[src/rtl/truth_table_sequencer_if.sv]
`default_nettype none
// ============================================================================
//  Module      : truth_table_sequencer_if
//  Description : Result stream (valid/ready, index, captured vector) between
//                the truth-table sequencer and its consumer.
//  Revision    : 1.0 - initial release
// ============================================================================
interface truth_table_sequencer_if #(
    parameter int N_IN  = 3,
    parameter int N_OUT = 8
);
    logic              out_valid;
    logic              out_ready;
    logic [N_IN-1:0]   out_index;
    logic [N_OUT-1:0]  out_vector;

    modport master (
        output out_valid,
        input  out_ready,
        output out_index,
        output out_vector
    );

    modport slave (
        input  out_valid,
        output out_ready,
        input  out_index,
        input  out_vector
    );
endinterface
`default_nettype wire

[src/rtl/truth_table_sequencer.sv]
`default_nettype none
// ============================================================================
//  Module      : truth_table_sequencer
//  Description : Exhaustive truth-table sweep of a combinational circuit with
//                settle delay, streamed results and rotating-XOR signature.
//  Revision    : 1.0 - initial release
// ============================================================================
module truth_table_sequencer #(
    parameter int N_IN   = 3,
    parameter int N_OUT  = 8,
    parameter int SETTLE = 1
) (
    input  wire logic              clk,
    input  wire logic              rst,
    input  wire logic              start,
    input  wire logic              abort,
    output logic                   busy,
    output logic                   done,
    output logic [N_IN-1:0]        dut_x,
    input  wire logic [N_OUT-1:0]  dut_f,
    output logic [N_OUT-1:0]       signature,
    truth_table_sequencer_if.master out_if
);

    localparam logic [7:0]      c_settle_m1 = 8'(SETTLE - 1);
    localparam logic [N_IN-1:0] c_last_x    = {N_IN{1'b1}};

    typedef enum logic [1:0] {
        S_IDLE    = 2'd0,
        S_SETTLE  = 2'd1,
        S_PRESENT = 2'd2,
        S_DONE    = 2'd3
    } state_t;

    state_t            r_state, w_state_nxt;
    logic [7:0]        r_cnt, w_cnt_nxt;
    logic [N_IN-1:0]   r_x, w_x_nxt;
    logic [N_OUT-1:0]  r_sig, w_sig_nxt;
    logic              r_valid, w_valid_nxt;
    logic [N_IN-1:0]   r_index, w_index_nxt;
    logic [N_OUT-1:0]  r_vector, w_vector_nxt;

    always_ff @(posedge clk) begin
        if (rst) begin
            r_state  <= S_IDLE;
            r_cnt    <= '0;
            r_x      <= '0;
            r_sig    <= '0;
            r_valid  <= 1'b0;
            r_index  <= '0;
            r_vector <= '0;
        end else begin
            r_state  <= w_state_nxt;
            r_cnt    <= w_cnt_nxt;
            r_x      <= w_x_nxt;
            r_sig    <= w_sig_nxt;
            r_valid  <= w_valid_nxt;
            r_index  <= w_index_nxt;
            r_vector <= w_vector_nxt;
        end
    end

    always_comb begin
        w_state_nxt  = r_state;
        w_cnt_nxt    = r_cnt;
        w_x_nxt      = r_x;
        w_sig_nxt    = r_sig;
        w_valid_nxt  = r_valid;
        w_index_nxt  = r_index;
        w_vector_nxt = r_vector;

        case (r_state)
            S_IDLE: begin
                if (start) begin
                    w_state_nxt = S_SETTLE;
                    w_x_nxt     = '0;
                    w_sig_nxt   = '0;
                    w_cnt_nxt   = c_settle_m1;
                end
            end
            S_SETTLE: begin
                if (abort) begin
                    w_state_nxt = S_IDLE;
                    w_valid_nxt = 1'b0;
                end else if (r_cnt == 8'd0) begin
                    w_vector_nxt = dut_f;
                    w_index_nxt  = r_x;
                    w_sig_nxt    = {r_sig[N_OUT-2:0], r_sig[N_OUT-1]} ^ dut_f;
                    w_valid_nxt  = 1'b1;
                    w_state_nxt  = S_PRESENT;
                end else begin
                    w_cnt_nxt = r_cnt - 8'd1;
                end
            end
            S_PRESENT: begin
                // abort takes precedence over a simultaneous accept
                if (abort) begin
                    w_state_nxt = S_IDLE;
                    w_valid_nxt = 1'b0;
                end else if (r_valid && out_if.out_ready) begin
                    w_valid_nxt = 1'b0;
                    if (r_x == c_last_x) begin
                        w_state_nxt = S_DONE;
                    end else begin
                        w_x_nxt     = r_x + 1'b1;
                        w_cnt_nxt   = c_settle_m1;
                        w_state_nxt = S_SETTLE;
                    end
                end
            end
            S_DONE: begin
                w_state_nxt = S_IDLE;
            end
            default: begin
                w_state_nxt = S_IDLE;
                w_valid_nxt = 1'b0;
            end
        endcase
    end

    assign busy              = (r_state != S_IDLE);
    assign done              = (r_state == S_DONE);
    assign dut_x             = r_x;
    assign signature         = r_sig;
    assign out_if.out_valid  = r_valid;
    assign out_if.out_index  = r_index;
    assign out_if.out_vector = r_vector;

endmodule
`default_nettype wire

[src/flat_wrapper.sv]
// flat-port wrapper written by rule: the top's interface ports become plain ports
module truth_table_sequencer_flat 
#(
    parameter int N_IN   = 3,
    parameter int N_OUT  = 8,
    parameter int SETTLE = 1
)
  (clk, rst, start, abort, busy, done, dut_x, dut_f, signature, out_if_out_valid, out_if_out_ready, out_if_out_index, out_if_out_vector);
  truth_table_sequencer_if #(.N_IN(N_IN), .N_OUT(N_OUT)) out_if_i ();
  input  wire logic clk;
  input  wire logic rst;
  input  wire logic start;
  input  wire logic abort;
  output logic busy;
  output logic done;
  output logic [N_IN-1:0] dut_x;
  input  wire logic [N_OUT-1:0] dut_f;
  output logic [N_OUT-1:0] signature;
  output wire logic [$bits(out_if_i.out_valid)-1:0] out_if_out_valid;
  input wire logic [$bits(out_if_i.out_ready)-1:0] out_if_out_ready;
  output wire logic [$bits(out_if_i.out_index)-1:0] out_if_out_index;
  output wire logic [$bits(out_if_i.out_vector)-1:0] out_if_out_vector;
  assign out_if_out_valid = out_if_i.out_valid;
  assign out_if_i.out_ready = out_if_out_ready;
  assign out_if_out_index = out_if_i.out_index;
  assign out_if_out_vector = out_if_i.out_vector;
  truth_table_sequencer #(.N_IN(N_IN), .N_OUT(N_OUT), .SETTLE(SETTLE)) u_core (.clk(clk), .rst(rst), .start(start), .abort(abort), .busy(busy), .done(done), .dut_x(dut_x), .dut_f(dut_f), .signature(signature), .out_if(out_if_i));
endmodule
[config.mk]
export PLATFORM = sky130hd
export DESIGN_NAME = truth_table_sequencer_flat
export DESIGN_NICKNAME = d
export VERILOG_FILES = /design/src/rtl/truth_table_sequencer_if.sv /design/src/rtl/truth_table_sequencer.sv /design/src/flat_wrapper.sv
export SDC_FILE = /design/constraint.sdc
export NUM_CORES = 1
export LEC_CHECK = 0
export CORE_AREA = 2 2 66 56
export CTS_CLUSTER_DIAMETER = 50
export DETAILED_ROUTE_END_ITERATION = 10
export DIE_AREA = 0 0 68 58
export PLACE_DENSITY = 0.87
export SETUP_SLACK_MARGIN = 0.2
export SYNTH_ARGS = -nofsm -noshare
export SYNTH_HDL_FRONTEND = slang
export SYNTH_SLANG_ARGS = --single-unit
[constraint.sdc]
create_clock -name clk -period 5.38 [get_ports clk]
set_input_delay 1.076 -clock clk [delete_from_list [all_inputs] [get_ports clk]]
set_output_delay 1.076 -clock clk [all_outputs]
set_load 0.01 [all_outputs]
m1.png
Drawn at 6 px/um. Cells faint in the background.
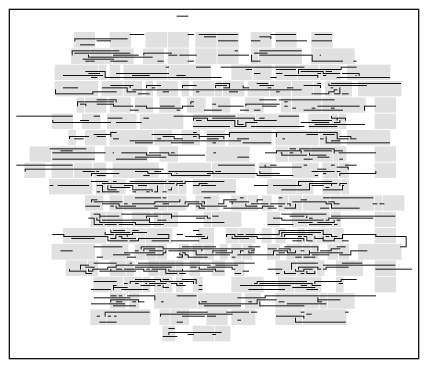
214 nets have wire on it. The layer holds 48% of the routed length. The wires run mostly horizontal.

==> out/results.txt <==
status: complete, no violations
n_diodes: 0
crit path DRT: 5.59 ns
max-cap violation count: 0
post-DP HPWL: 2720 um
CTS max path bufs: 2
setup TNS: 0 ns
Setup Viol. Count Final: 0
Routed WL: 3860 um
Period minus WS final: 3.11 ns
Switching Fraction: 31.3%
pin count of the biggest net entering global routing: 35
DRC violations left: 0
chip area: 0.00394 mm^2
combinational share of power: 25.5%
clk latency late pin: 0.29 ns
Synth Register Bits: 33
fa+ha+maj area frac: 5.97%
initial core utilization: 51.1%
Die Y: 58 um
PwrDens: 284 mW/mm^2
Internal: 420 uW
switching pwr: 192 uW
number of global-route vias before repair: 1317
f_max: 322 MHz
Final Hold Viols: 0
CP top delay family: simple AND/OR/NAND/NOR gates
Sequential Power Share: 44.4%
gr usage total: 20.7%
cell count after synthesis: 180
most frequent logic cell in the layout: clkdlybuf4s50_1
Synth warnings: 0
Port Buffers: 37
OpenROAD warnings: 30
Syn Nets: 201
RSZ-0062 raised after global routing: no
Avg WL per Cell: 14.8 um
Least-Margin Pin Slew: 1.09 ns
Filler cells: 276
Crit Path Class: input port to flop
worst vdd ir: 0.171 mV
CP max stage cell: or3_1
Final Max Slew Viols: 0
Max Fanout on Critical Path: 12
Total Nets Final: 239
Crit path arrival time: 3.32 ns
Die W: 68 um
Leak Pwr: 0.000853 uW
yosys stat cell total: 180
area reported by Yosys stat: 0.00168 mm^2
core area: 0.00328 mm^2
yosys xor share: 4.18%
first-pass GRT wire length: 6210 um
hold buffer count at cts: 0
Simple-Gate Area Share: 20.1%
Area Growth Syn to Fin: 28.7%
Comb area: 953 um^2
Mapped Area: 0.00168 mm^2
DRT iter0 DRCs: 128
Cell Type Count: 45
Mux area share: 7.16%
CTS tree: built
m2.png
Drawn at 6 px/um.
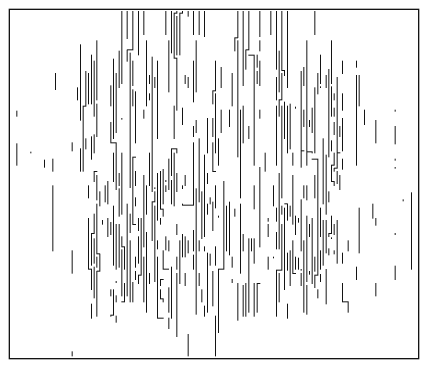
The wires run mostly vertical. 203 nets have wire on it. The layer carries 1760 um of wire.

-- worst paths after layout --
kind                  startpoint             endpoint  slack, ns  cells after the start
max reg2reg      u_core.r_cnt[0]  u_core.signature[5]       2.61                      6
min          u_core.signature[6]  u_core.signature[6]       0.50                      1
min reg2reg  u_core.signature[6]  u_core.signature[6]       0.50                      1
max                        abort  u_core.signature[5]       2.27                      5
-- layer usage --
metal	routed length [um]	share of wire [%]	global-route usage (%)	vias up
met5	0	0	0	-
met4	63	1.6	8.57	0
met3	184	4.8	4.08	7
met2	1760	46	30.7	47
met1	1850	48	29.3	708
li1	-	-	-	732
-- power groups by stage --
stage	Clock, uW	Sequential (uW)	Combinational [uW]
finish	184	272	156
global route	198	274	171
CTS	186	272	155
detailed placement	0	277	154
global placement	0	277	150
floorplan	0	279	96.9
-- cells by family (layout without fill, tap and decap cells) --
group,Yosys count,count (layout)
AOI/OAI and AO/OA,46,46
buffers and inverters,14,53
adders and majority gates,8,8
DFF,33,33
and+or+nand+nor,59,59
xor gates and xnor gates,8,8
muxes,12,12
-- area by class of cell --
class / instances / area share (%)
multi-input cells: 133 / 44.2
clock inverters: 3 / 0.812
clock buffers: 5 / 3.19
repair buffers: 38 / 17.5
flip-flops and latches: 33 / 30.6
inverters: 7 / 1.22
well taps: 42 / 2.44
-- synth_stat cells, types with 2 or more instances --
cell	n	area, um^2
nor2_1	15	56.3
a21oi_1	8	40.0
nand3_1	4	20.0
or3_1	2	12.5
inv_1	7	26.3
a31oi_1	2	12.5
o21ai_0	11	55.1
nand3b_1	4	30.0
mux2i_1	12	120
xnor2_1	8	70.1
nand2_1	8	30.0
ha_1	8	100
clkbuf_1	4	15.0
nor2b_1	5	31.3
buf_2	2	10.0
o32ai_1	2	17.5
or4_1	5	37.5
o2bb2ai_1	8	70.1
nor3_1	5	25.0
dfxtp_1	33	661
nand2b_1	3	18.8
-- state kept, by name, summed over array words and instances (netlist names) --
register,cells
u_core.signature,8
u_core.out_if.out_vector,8
u_core.r_cnt,8
u_core.out_if.out_index,3
u_core.dut_x,3
u_core.r_state,2
u_core.out_if.out_valid,1
-- through the flow --
| stage | cells | cell area (um^2) | util (%) | power, uW | hold slack [ns] |
|---|---|---|---|---|---|
| final | 261 | 2160 | 65.8 | 612 | 0.497 |
| after floorplan | 180 | 1680 | - | 376 | 0.472 |
| after detailed placement | 253 | 2070 | 63.1 | 431 | 0.491 |
| after global routing | 261 | 2160 | 65.8 | 642 | 0.514 |
| after global placement | 253 | 2070 | 63.1 | 427 | 0.484 |
| after CTS | 261 | 2160 | 65.8 | 612 | 0.504 |
Power is estimated from default activity; no workload was simulated.
